===== src/rtl/mesi_pkg.sv =====
// mesi_pkg: shared encodings and transition helpers for the MESI snoopy-bus controller.
// Contents: MESI state codes, bus message codes, controller FSM encoding,
//           emitter/receiver transition functions returning next state plus writeback flag.
package mesi_pkg;

    localparam int unsigned STATE_W = 2;
    localparam int unsigned MSG_W   = 2;
    localparam int unsigned FSM_W   = 3;

    // MESI state encoding
    localparam logic [STATE_W-1:0] MESI_I = 2'd0;
    localparam logic [STATE_W-1:0] MESI_S = 2'd1;
    localparam logic [STATE_W-1:0] MESI_E = 2'd2;
    localparam logic [STATE_W-1:0] MESI_M = 2'd3;

    // Bus message encoding
    localparam logic [MSG_W-1:0] MSG_NONE       = 2'd0;
    localparam logic [MSG_W-1:0] MSG_READ_MISS  = 2'd1;
    localparam logic [MSG_W-1:0] MSG_WRITE_MISS = 2'd2;
    localparam logic [MSG_W-1:0] MSG_INVALIDATE = 2'd3;

    // Controller FSM encoding
    localparam logic [FSM_W-1:0] FSM_IDLE   = 3'd0;
    localparam logic [FSM_W-1:0] FSM_SNOOP  = 3'd1;
    localparam logic [FSM_W-1:0] FSM_WB     = 3'd2;
    localparam logic [FSM_W-1:0] FSM_MEM    = 3'd3;
    localparam logic [FSM_W-1:0] FSM_UPDATE = 3'd4;

    typedef struct packed {
        logic [STATE_W-1:0] nxt;
        logic               wb;
    } trans_t;

    // Bus message the requester must broadcast for its state and op (0 read, 1 write)
    function automatic logic [MSG_W-1:0] emitter_msg(input logic [STATE_W-1:0] st, input logic op);
        logic [MSG_W-1:0] msg;
        msg = MSG_NONE;
        if (!op) begin
            if (st == MESI_I) msg = MSG_READ_MISS;
        end else begin
            if (st == MESI_I)      msg = MSG_WRITE_MISS;
            else if (st == MESI_S) msg = MSG_INVALIDATE;
        end
        return msg;
    endfunction

    // Requester next state; a read miss returns S, the caller upgrades it to E when no sharers exist
    function automatic trans_t emitter_next(input logic [STATE_W-1:0] st, input logic op);
        trans_t t;
        t.wb  = 1'b0;
        t.nxt = st;
        if (op)                  t.nxt = MESI_M;
        else if (st == MESI_I)   t.nxt = MESI_S;
        return t;
    endfunction

    // Snooping cache next state for an observed bus message
    function automatic trans_t receiver_next(input logic [STATE_W-1:0] st, input logic [MSG_W-1:0] msg);
        trans_t t;
        t.wb  = 1'b0;
        t.nxt = st;
        case (msg)
            MSG_READ_MISS: begin
                if (st == MESI_M) begin
                    t.nxt = MESI_S;
                    t.wb  = 1'b1;
                end else if (st == MESI_E) begin
                    t.nxt = MESI_S;
                end
            end
            MSG_WRITE_MISS: begin
                t.nxt = MESI_I;
                t.wb  = (st == MESI_M);
            end
            // M/E cannot coexist with a sharer; drop them silently if they ever appear
            MSG_INVALIDATE: t.nxt = MESI_I;
            default: t.nxt = st;
        endcase
        return t;
    endfunction

endpackage


===== src/rtl/rr_arbiter.sv =====
// rr_arbiter: combinational round-robin pick, scanning from ptr+1 with wraparound.
// Ports: req (request vector), ptr (last winner), grant_c (one-hot winner), index_c (winner index).
module rr_arbiter #(
    parameter int unsigned NPROC = 3,
    parameter int unsigned PTR_W = 2
) (
    input  logic [NPROC-1:0] req,
    input  logic [PTR_W-1:0] ptr,
    output logic [NPROC-1:0] grant_c,
    output logic [PTR_W-1:0] index_c
);

    logic found;
    int   j;

    // First requester after the previous winner wins
    always_comb begin
        grant_c = '0;
        index_c = '0;
        found   = 1'b0;
        j       = 0;
        for (int k = 1; k <= int'(NPROC); k++) begin
            j = (int'(ptr) + k) % int'(NPROC);
            if (!found && req[j]) begin
                found      = 1'b1;
                grant_c[j] = 1'b1;
                index_c    = PTR_W'(j);
            end
        end
    end

endmodule


===== src/rtl/mesi_bus_ctrl.sv =====
// mesi_bus_ctrl: snoopy-bus MESI controller for one tracked block shared by NPROC caches.
// Ports: clock/reset (async active-high); req/op per cache; grant (one-hot, held per
//        transaction); done pulse; bus_valid/bus_msg broadcast; wb_req/wb_src writeback;
//        mem_req fetch; mem_ack completes either; state_out packs 2 bits of MESI state per cache.
module mesi_bus_ctrl
    import mesi_pkg::*;
#(
    parameter int unsigned NPROC = 3,
    parameter int unsigned PTR_W = 2
) (
    input  logic                 clock,
    input  logic                 reset,
    input  logic [NPROC-1:0]     req,
    input  logic [NPROC-1:0]     op,
    output logic [NPROC-1:0]     grant,
    output logic                 done,
    output logic                 bus_valid,
    output logic [MSG_W-1:0]     bus_msg,
    output logic                 wb_req,
    output logic [PTR_W-1:0]     wb_src,
    output logic                 mem_req,
    input  logic                 mem_ack,
    output logic [2*NPROC-1:0]   state_out
);

    logic [FSM_W-1:0]     fsm, fsm_d;
    logic [PTR_W-1:0]     ptr, ptr_d;
    logic [PTR_W-1:0]     idx, idx_d;
    logic                 op_r, op_r_d;
    logic [STATE_W-1:0]   new_state, new_state_d;
    logic                 miss, miss_d;
    logic [NPROC-1:0]     grant_d;
    logic                 done_d, bus_valid_d, wb_req_d, mem_req_d;
    logic [MSG_W-1:0]     bus_msg_d;
    logic [PTR_W-1:0]     wb_src_d;
    logic [2*NPROC-1:0]   states_d;

    logic [NPROC-1:0]     arb_grant_c;
    logic [PTR_W-1:0]     arb_index_c;

    logic [STATE_W-1:0]   cur;
    logic [MSG_W-1:0]     msg;
    trans_t               emit, rcv;
    logic                 wb_any, others_inv;

    rr_arbiter #(.NPROC(NPROC), .PTR_W(PTR_W)) u_arb (
        .req     (req),
        .ptr     (ptr),
        .grant_c (arb_grant_c),
        .index_c (arb_index_c)
    );

    // State register
    always_ff @(posedge clock or posedge reset) begin
        if (reset) begin
            fsm       <= FSM_IDLE;
            ptr       <= PTR_W'(NPROC - 1);
            idx       <= '0;
            op_r      <= 1'b0;
            new_state <= MESI_I;
            miss      <= 1'b0;
            grant     <= '0;
            done      <= 1'b0;
            bus_valid <= 1'b0;
            bus_msg   <= MSG_NONE;
            wb_req    <= 1'b0;
            wb_src    <= '0;
            mem_req   <= 1'b0;
            state_out <= '0;
        end else begin
            fsm       <= fsm_d;
            ptr       <= ptr_d;
            idx       <= idx_d;
            op_r      <= op_r_d;
            new_state <= new_state_d;
            miss      <= miss_d;
            grant     <= grant_d;
            done      <= done_d;
            bus_valid <= bus_valid_d;
            bus_msg   <= bus_msg_d;
            wb_req    <= wb_req_d;
            wb_src    <= wb_src_d;
            mem_req   <= mem_req_d;
            state_out <= states_d;
        end
    end

    // Next-state and registered-output logic
    always_comb begin
        fsm_d       = fsm;
        ptr_d       = ptr;
        idx_d       = idx;
        op_r_d      = op_r;
        new_state_d = new_state;
        miss_d      = miss;
        grant_d     = grant;
        done_d      = 1'b0;
        bus_valid_d = 1'b0;
        bus_msg_d   = MSG_NONE;
        wb_req_d    = wb_req;
        wb_src_d    = wb_src;
        mem_req_d   = mem_req;
        states_d    = state_out;
        cur         = MESI_I;
        msg         = MSG_NONE;
        emit        = '0;
        rcv         = '0;
        wb_any      = 1'b0;
        others_inv  = 1'b1;

        case (fsm)
            FSM_IDLE: begin
                grant_d = '0;
                if (|req) begin
                    grant_d = arb_grant_c;
                    idx_d   = arb_index_c;
                    ptr_d   = arb_index_c;
                    op_r_d  = |(op & arb_grant_c);
                    fsm_d   = FSM_SNOOP;
                end
            end

            FSM_SNOOP: begin
                // Requester state, and whether every other cache was I before the snoop
                for (int i = 0; i < int'(NPROC); i++) begin
                    if (PTR_W'(i) == idx)
                        cur = state_out[2*i +: 2];
                    else if (state_out[2*i +: 2] != MESI_I)
                        others_inv = 1'b0;
                end
                msg    = emitter_msg(cur, op_r);
                emit   = emitter_next(cur, op_r);
                wb_any = emit.wb;
                for (int i = 0; i < int'(NPROC); i++) begin
                    if (PTR_W'(i) != idx) begin
                        rcv = receiver_next(state_out[2*i +: 2], msg);
                        states_d[2*i +: 2] = rcv.nxt;
                        if (rcv.wb) begin
                            wb_any   = 1'b1;
                            wb_src_d = PTR_W'(i);
                        end
                    end
                end
                new_state_d = (msg == MSG_READ_MISS) ? (others_inv ? MESI_E : MESI_S) : emit.nxt;
                miss_d      = (msg == MSG_READ_MISS) || (msg == MSG_WRITE_MISS);
                bus_valid_d = (msg != MSG_NONE);
                bus_msg_d   = msg;
                if (wb_any) begin
                    wb_req_d = 1'b1;
                    fsm_d    = FSM_WB;
                end else if (miss_d) begin
                    mem_req_d = 1'b1;
                    fsm_d     = FSM_MEM;
                end else begin
                    fsm_d = FSM_UPDATE;
                end
            end

            FSM_WB: begin
                if (mem_ack) begin
                    wb_req_d = 1'b0;
                    if (miss) begin
                        mem_req_d = 1'b1;
                        fsm_d     = FSM_MEM;
                    end else begin
                        fsm_d = FSM_UPDATE;
                    end
                end
            end

            FSM_MEM: begin
                if (mem_ack) begin
                    mem_req_d = 1'b0;
                    fsm_d     = FSM_UPDATE;
                end
            end

            FSM_UPDATE: begin
                for (int i = 0; i < int'(NPROC); i++) begin
                    if (PTR_W'(i) == idx) states_d[2*i +: 2] = new_state;
                end
                done_d = 1'b1;
                fsm_d  = FSM_IDLE;
            end

            default: fsm_d = FSM_IDLE;
        endcase
    end

endmodule


===== config.mk =====
export PLATFORM = sky130hd
export DESIGN_NAME = mesi_bus_ctrl
export DESIGN_NICKNAME = d
export VERILOG_FILES = /design/src/rtl/mesi_pkg.sv /design/src/rtl/rr_arbiter.sv /design/src/rtl/mesi_bus_ctrl.sv
export SDC_FILE = /design/constraint.sdc
export NUM_CORES = 1
export LEC_CHECK = 0
export CAP_MARGIN = 20
export CORE_UTILIZATION = 45
export CTS_CLUSTER_DIAMETER = 80
export CTS_CLUSTER_SIZE = 8
export DETAILED_ROUTE_END_ITERATION = 8
export GPL_ROUTABILITY_DRIVEN = 0
export PLACE_DENSITY_LB_ADDON = 0.2
export SLEW_MARGIN = 20
export SYNTH_ARGS = -nofsm -noshare
export SYNTH_HDL_FRONTEND = slang
export SYNTH_SLANG_ARGS = --single-unit

===== constraint.sdc =====
create_clock -name clock -period 5.3 [get_ports clock]
set_input_delay 0.53 -clock clock [delete_from_list [all_inputs] [get_ports clock]]
set_output_delay 0.53 -clock clock [all_outputs]
set_load 0.05 [all_outputs]

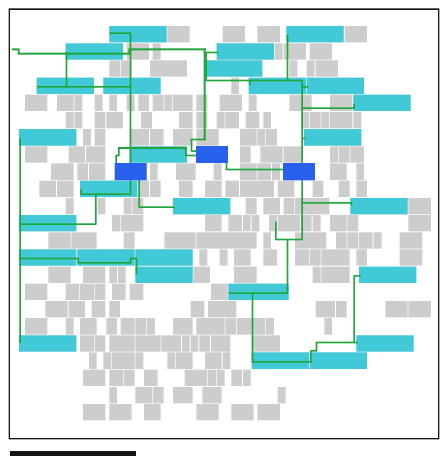
(images/clock_wires.png)
Scale bar: 20 µm.
[green] clock wires | length: 370 µm
[blue] clock-net drivers | count: 3
[cyan] flip-flops | count: 27
flops lie: widely spread

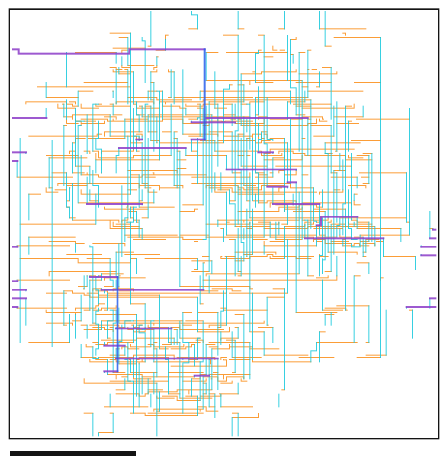
(images/layers.png)
Scale bar: 20 µm.
| colour | layer | wire length |
|---|---|---|
| blue | M4 | 29.2 µm |
| orange | M1 | 2120 µm |
| cyan | M2 | 1970 µm |
| purple | M3 | 201 µm |
vias after detailed routing: 1676
Total Routing Usage GR: 21.03%
Final Routed Wirelength: 4315 µm
detail-routed net length per standard cell: 14.98 µm

==> results.txt <==
Results of an implementation run.

The share of the core filled by cells before placement is 47.61%. The number of pins exceeding their max-slew limit in the final report is 0. The final non-filler cell total is 288.

The critical path maximum fanout is 15. The die outline height is around 68 µm. The post-place setup slack is approximately 3 ns. The wire length the detailed router placed on met1 is approximately 2100 µm. The startpoint of the worst-slack reg-to-reg timing path is ptr[0]$_DFFE_PP0P_. Multi-input logic gates represent a cell area share of 50.08%. The main logic family after synthesis is AND-OR/OR-AND gates. The critical path's slowest cell is dfrtp_1. The arrival time of data at the critical path endpoint is ~2.5 ns.

In the final design database the tool counted 252 nets. The main area contributors are dfrtp_1 (33%), o21ai_0 (4.6%), nand2_1 (4.4%). The layout has 4 clock buffers. The run finished with clean final reports. After the first detailed-routing iteration, the DRC count stood at between 100 and 150. The part of the cycle the worst path needs is between 40% and 50%. STA classifies the critical path startpoint as a flip-flop. The port buffer count is 25. Yosys reports that the leading cell type by area covers 33.44% of the netlist area.

The cell type with the largest total area after synthesis is dfrtp_1. The net switching power of the design is about 0.00076 W. The slack of the worst reg-to-reg path is 2.98 ns. The synthesized netlist devotes 29.20% of its cell area to compound gates. The area growth from synthesis to final layout is 13.89%. The dominant kind of cell by area is multi-input combinational cells. Yosys printed 0 warnings. The power group with the largest share is combinational cells. The origin of the worst setup path is ptr[0]$_DFFE_PP0P_. The share of the final layout cell area in sequential cells is roughly 31%.

The TritonCTS clock tree is built. Counting endpoints that fail hold in the final report gives 0. The number of multi-input combinational cells in the layout is 163. The horizontal die dimension is 67.76 µm. The wire length of the first global-routing pass is around 7300 µm. The count of state elements after synthesis is 27.

The capture point of the worst path is op_r$_DFFE_PP0P_. The reg-to-reg critical path endpoint is op_r$_DFFE_PP0P_. The final antenna diode tally reported by the flow is 0. The largest delay contributor family on the critical path is AND-OR/OR-AND gates. The remaining antenna violation count is 0. For this design the static power due to leakage is 0.9290 nW. The count of pins on the block boundary is 26. The routed layout reports a DRC error count of 0. The pin count of the biggest net entering global routing is 28. The delay of the slowest critical-path stage is 0.64 ns. The post-route utilization of the core is recorded as approximately 54%.

For reference, XOR and XNOR gates occupy 0.4502% of the area reported after synthesis. The count of hold buffers inserted by post-cts repair is 0. The design area is 0.002216 mm². The skew report gives the latency at the later pin of the worst-skew pair as 0.27 ns. The report gives the cell count of the worst hold path as 1. The net switching share of the total power is 51.60%. For the sequential group, total power comes out at 0.000421 W. The footprint of the flip-flops and latches is between 600 and 700 µm². Per the synthesis report, the number of distinct cell types is 58. The H-tree level count is 1. The share of synthesized cell area in full adder, half adder and majority cells is 2.572%. The number of logic inverters in the finished layout is 19. Warnings raised by the tools during the run amount to 29. Per the layout report, the design carries ~390 filler cells. In the power breakdown, the internal column shows 0.0007110 W.

The total iterations of the first detailed-routing run is 4. The average size of a mapped cell is between 8 and 9 µm². Yosys reported that registers with async set or reset make up 100.0%. After synthesis, the chip area reported by Yosys is 0.001946 mm². Looking at the worst setup and hold paths, the clock pins of their registers show a slew of 0.09 ns.
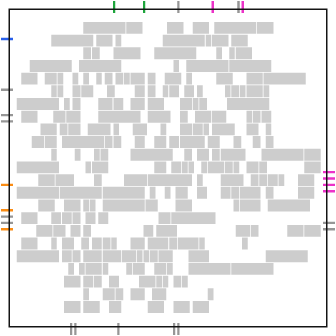
(images/pinout.png)
Pins as bars across the die edge, other pins in grey.
| colour | port | pins | direction | edge |
|---|---|---|---|---|
| green | wb_src | 2 | output | top |
| blue | clock | 1 | input | left |
| magenta | state_out | 6 | output | 4 right, 2 top |
| orange | grant | 3 | output | left |
all pins by edge: 9 left, 6 right, 6 top, 5 bottom

[synth_stat cells (2+ instances only)]
cell type  count
o211ai_1       6
inv_1         19
nand3_1        5
o21ai_0       18
a22oi_1        3
a21o_1         4
dfrtp_1       26
a21oi_1        8
o21ai_1        3
o21a_1         5
a221o_1        2
o31ai_1        2
a211oi_2       2
nor3_1         6
nor2_1        13
o22ai_1        2
nor4bb_1       2
or2_2          3
nand3b_1       2
buf_2          6
clkbuf_1       3
clkbuf_8       2
and3_1         2
nand2b_1       4
mux2_2         2
mux2i_1        8
a31oi_1        5
nor2b_1        4
ha_1           4
nand2_1       23
[flip-flops by register name (all words and copies together), names as in the netlist, 2 cells and up]
signal,cells
ptr,2
fsm,3
new_state,2
state_out,6
bus_msg,2
wb_src,2
grant,3
Power and IR drop assume default switching activity.
